**src/rtl/brick_renderer.sv**
```systemverilog
// brick_renderer: sweeps the brick health store and plots every brick rectangle
// to the VGA adapter, coloured by health.
// Optional macro BRICK_SKIP_EMPTY_EN: bricks with health 0 are skipped (no plots).
`timescale 1ns/1ps
module brick_renderer #(
   parameter int unsigned COLS    = 16,
   parameter int unsigned ROWS    = 16,
   parameter int unsigned BRICK_W = 10,
   parameter int unsigned BRICK_H = 4,
   parameter int unsigned X_OFF   = 0,
   parameter int unsigned Y_OFF   = 8
) (
   input  logic       clk,
   input  logic       reset,
   input  logic       start,
   output logic [7:0] mem_addr,
   input  logic [1:0] mem_q,
   output logic       plot,
   output logic [7:0] vga_x,
   output logic [6:0] vga_y,
   output logic [2:0] colour,
   output logic       busy,
   output logic       done
);

   localparam logic [7:0] COL_LAST = 8'(COLS - 1);
   localparam logic [7:0] ROW_LAST = 8'(ROWS - 1);
   localparam logic [7:0] PX_LAST  = 8'(BRICK_W - 1);
   localparam logic [7:0] PY_LAST  = 8'(BRICK_H - 1);

   typedef enum logic [2:0] {IDLE, FETCH, WAIT, DRAW, DONE} state_t;

   state_t     state_q, state_d;
   logic [7:0] row_q, row_d, col_q, col_d;
   logic [7:0] px_q, px_d, py_q, py_d;
   logic [1:0] health_q, health_d;
   logic [7:0] mem_addr_q, mem_addr_d;
   logic       plot_q, plot_d, busy_q, busy_d, done_q, done_d;
   logic [7:0] vga_x_q, vga_x_d;
   logic [6:0] vga_y_q, vga_y_d;
   logic [2:0] colour_q, colour_d;
   logic       adv;

   // State, counters and registered outputs
   always_ff @(posedge clk or posedge reset) begin
      if (reset) begin
         state_q    <= IDLE;
         row_q      <= '0;
         col_q      <= '0;
         px_q       <= '0;
         py_q       <= '0;
         health_q   <= '0;
         mem_addr_q <= '0;
         plot_q     <= 1'b0;
         busy_q     <= 1'b0;
         done_q     <= 1'b0;
         vga_x_q    <= '0;
         vga_y_q    <= '0;
         colour_q   <= '0;
      end else begin
         state_q    <= state_d;
         row_q      <= row_d;
         col_q      <= col_d;
         px_q       <= px_d;
         py_q       <= py_d;
         health_q   <= health_d;
         mem_addr_q <= mem_addr_d;
         plot_q     <= plot_d;
         busy_q     <= busy_d;
         done_q     <= done_d;
         vga_x_q    <= vga_x_d;
         vga_y_q    <= vga_y_d;
         colour_q   <= colour_d;
      end
   end

   // Next state and brick/pixel counter sequencing
   always_comb begin
      state_d  = state_q;
      row_d    = row_q;
      col_d    = col_q;
      px_d     = px_q;
      py_d     = py_q;
      health_d = health_q;
      adv      = 1'b0;
      case (state_q)
         IDLE: begin
            if (start) begin
               state_d = FETCH;
               row_d   = '0;
               col_d   = '0;
               px_d    = '0;
               py_d    = '0;
            end
         end
         FETCH: state_d = WAIT;
         WAIT: begin
            health_d = mem_q;
            px_d     = '0;
            py_d     = '0;
`ifdef BRICK_SKIP_EMPTY_EN
            if (mem_q == 2'd0) adv = 1'b1;
            else               state_d = DRAW;
`else
            state_d = DRAW;
`endif
         end
         DRAW: begin
            if (px_q == PX_LAST) begin
               px_d = '0;
               if (py_q == PY_LAST) adv = 1'b1;
               else                 py_d = py_q + 8'd1;
            end else begin
               px_d = px_q + 8'd1;
            end
         end
         DONE:    state_d = IDLE;
         default: state_d = IDLE;
      endcase
      // Move on to the next brick in raster order, or finish after the last one
      if (adv) begin
         if (row_q == ROW_LAST && col_q == COL_LAST) begin
            state_d = DONE;
         end else begin
            state_d = FETCH;
            if (col_q == COL_LAST) begin
               col_d = '0;
               row_d = row_q + 8'd1;
            end else begin
               col_d = col_q + 8'd1;
            end
         end
      end
   end

   // Outputs computed from the next state so they align with it when registered
   always_comb begin
      plot_d     = (state_d == DRAW);
      busy_d     = (state_d == FETCH) || (state_d == WAIT) || (state_d == DRAW);
      done_d     = (state_d == DONE);
      mem_addr_d = 8'(16'(row_d) * 16'(COLS) + 16'(col_d));
      vga_x_d    = vga_x_q;
      vga_y_d    = vga_y_q;
      colour_d   = colour_q;
      if (plot_d) begin
         vga_x_d = 8'(16'(X_OFF) + 16'(col_d) * 16'(BRICK_W) + 16'(px_d));
         vga_y_d = 7'(16'(Y_OFF) + 16'(row_d) * 16'(BRICK_H) + 16'(py_d));
         case (health_d)
            2'd3:    colour_d = 3'b100;
            2'd2:    colour_d = 3'b110;
            2'd1:    colour_d = 3'b010;
            default: colour_d = 3'b000;
         endcase
      end
   end

   assign mem_addr = mem_addr_q;
   assign plot     = plot_q;
   assign busy     = busy_q;
   assign done     = done_q;
   assign vga_x    = vga_x_q;
   assign vga_y    = vga_y_q;
   assign colour   = colour_q;

endmodule

```
**config.mk**
```make
export PLATFORM = sky130hd
export DESIGN_NAME = brick_renderer
export DESIGN_NICKNAME = d
export VERILOG_FILES = /design/src/rtl/brick_renderer.sv
export SDC_FILE = /design/constraint.sdc
export NUM_CORES = 1
export LEC_CHECK = 0
export CORE_UTILIZATION = 60
export CTS_BUF_LIST = sky130_fd_sc_hd__clkbuf_4
export DETAILED_ROUTE_END_ITERATION = 10
export PLACE_DENSITY_LB_ADDON = 0.25
export SETUP_SLACK_MARGIN = 0.3
export SYNTH_ARGS = -nofsm -noshare
export SYNTH_HDL_FRONTEND = slang
export SYNTH_SLANG_ARGS = --single-unit
```
**constraint.sdc**
```tcl
create_clock -name clk -period 11.5 [get_ports clk]
set_input_delay 1.725 -clock clk [delete_from_list [all_inputs] [get_ports clk]]
set_output_delay 1.725 -clock clk [all_outputs]
set_load 0.05 [all_outputs]
```
==> notes.md <==
yosys + openroad results -> Worst IR Drop VDD=0.07953 mV, Tcrit/Tclk final=46.97%, CTS Root Cell=clkbuf_4, max-slew violations=0, status=finished clean, setup bufs post-CTS=0, routed length per instance=15.71 um, WL met1=3357 um, Main synth FF type=dfrtp_1, yosys aoi share=12.93%, pin count of the biggest net entering global routing=62, clock sink count=61, die height=78.52 um, Post-synth EDFFs=0, first-pass GRT wire length=12660 um, vias in the first global route=2686, Mapped Nets=402, crit path max fanout=4, Peak Freq=185.2 MHz, Core Util at FP=63.03%, final setup skew=15.75 ps, ys async rst share=100.0%, Sw Ratio=23.11%, via count=2741, dpl hpwl=5477 um, Max-Slew Margin vs Limit=41.46%, layout cells sized above 1=7.178%, number of synthesized register bits=61, top cells by instance count after synthesis=61 x dfrtp_1, 60 x nand2_1, 40 x o21ai_0, 28 x ha_1, 22 x nor2_1, yosys cell count=365, grt total ovfl=0, yosys simple share=19.48%, CTS max path bufs=2, CP Data Arrival Time=5720 ps, Top Ports=34, synthesized cell area=3513 um^2, Syn Area/Cell=9.626 um^2, CTS tree=yes, CTS Buf Count=9, Post-synth seq share=43.45%, top cell type by total area after synthesis=dfrtp_1, worst hold margin=489.8 ps, initial antenna violation count=0, uppermost layer routed=met4, Yosys Chip Area=3513 um^2, Comb power frac=2.9%, DRT Wirelength=7476 um
-- registers in the layout, indices dropped and copies added, names as in the netlist, 2 cells and up --
register  count
mem_addr      8
px_q          8
py_q          8
row_q         8
vga_x         8
vga_y         7
col_q         4
state_q       3
colour        2
health_q      2
-- worst paths after layout --
kind,to,slack [ps],from,depth (start not counted)
hold / removal,vga_y[5],490,vga_y[5],2
setup / recovery,vga_x[7],6100,start,14
min in group asynchronous,vga_y[2],1860,reset,3
max in group asynchronous,py_q[7],9150,reset,3
hold reg to reg,vga_y[5],490,vga_y[5],2
setup reg to reg,vga_x[7],6440,py_q[0],16
-- cell families after synthesis --
family	after synthesis
simple gates	137
compound gates	74
flops	61
fa+ha+maj	32
buf+inv	30
xor+xnor	26
mux	4
other cells	1
-- power by group through the flow --
| stage | sequential, W | clock, W | combinational (W) |
|---|---|---|---|
| 5_1_grt | 0.000216 | 0.000157 | 0.0000120 |
| 3_5_place_dp | 0.000220 | 0 | 0.0000112 |
| 6_report | 0.000216 | 0.000144 | 0.0000108 |
| 2_1_floorplan | 0.000222 | 0 | 0.00000535 |
| 4_1_cts | 0.000216 | 0.000145 | 0.0000112 |
| 3_3_place_gp | 0.000220 | 0 | 0.0000111 |
-- per-layer routing --
metal	GRT usage, %	vias to the layer above
li1	-	1332
met1	35.69	1321
met2	43.13	77
met3	7.209	11
met4	10.37	0
met5	0	-
-- cells in the final DEF (no fill, tap or decap), types with 2 or more instances in the layout --
cell             count
a21o_1               6
a21oi_1              8
a2bb2oi_2            2
and3_1               8
buf_4                3
clkbuf_4            10
clkdlybuf4s50_1     32
clkinv_1             4
dfrtp_1             61
fa_1                 4
ha_1                28
inv_1               16
mux2i_1              3
nand2_1             60
nand3_1             11
nand3b_1             2
nand4_1              7
nor2_1              22
nor2b_1              3
nor3_1               3
nor4_1               4
o21a_1               2
o21ai_0             40
o21ai_1              5
o21bai_1             2
o31ai_1              2
or2_1                2
or4_4                2
xnor2_1             16
xor2_1               9
-- through the flow --
| stage | area (um^2) | power (W) | cells | setup WS, ps | utilization, % |
|---|---|---|---|---|---|
| finish | 4011 | 0.0003702 | 476 | 6099 | 71.96 |
| global route | 4011 | 0.0003850 | 476 | 5914 | 71.96 |
| CTS | 4011 | 0.0003723 | 476 | 6153 | 71.96 |
| detailed placement | 3882 | 0.0002310 | 460 | 5709 | 69.65 |
| global placement | 3882 | 0.0002309 | 460 | 5856 | 69.65 |
| floorplan | 3513 | 0.0002271 | 365 | 6558 | - |
-- worst max-delay path: stages --
cell and delay, ps:
clkdlybuf4s50_1 510, or4b_2 670, nand3_1 120, o21ai_0 250, ha_1 370, ha_1 230, fa_1 380, xor2_1 160
ha_1 340, nand2_1 60, o21ai_0 220, xor2_1 180, xnor3_1 400, o21ai_1 120
-- cell type report --
| type | count | area share, % |
|---|---|---|
| clock buffer | 10 | 1.871 |
| clock inverter | 6 | 1.341 |
| inverter | 18 | 1.684 |
| multi-input combinational | 274 | 46.26 |
| sequential | 61 | 38.05 |
| tap | 72 | 2.246 |
| timing repair buffer | 35 | 8.546 |
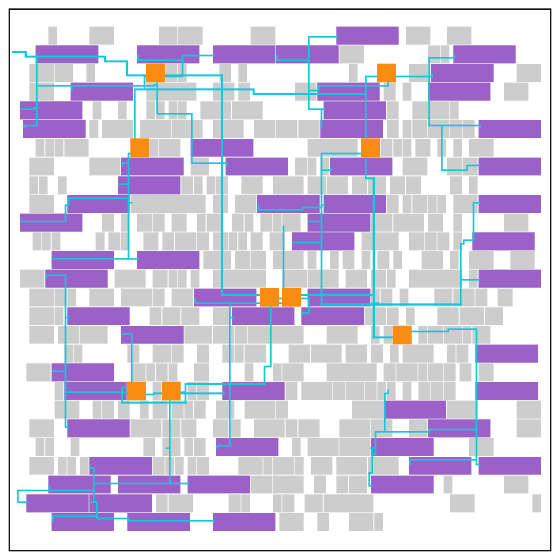
clk_routes.png
[purple] flip-flops | count: 61
[cyan] clock wires | length: 782 um
[orange] clock drivers | count: 9
routed clock nets: 10
flops lie: all over the die
worst skew pair latency: 390 ps
Clock Power Share: 38.8%

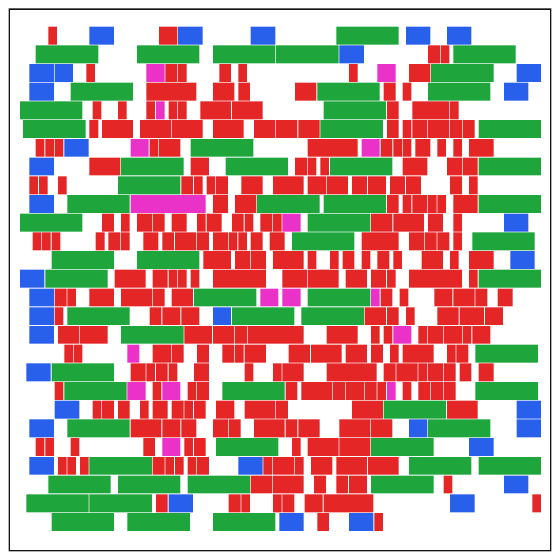
placement_by_type.png
| color | class | cells | share of their area |
|---|---|---|---|
| green | sequential cells | 61 | 39% |
| blue | remaining buffers and delay cells | 35 | 8.7% |
| magenta | clock drivers and dummy loads | 16 | 3.3% |
| red | combinational and other logic | 292 | 49% |
cell area after layout: 4011 um^2
CORE AREA: 5574 um^2
Post-Route Utilization: 71.96%
# rows: 27

Power is estimated from default activity; no workload was simulated.
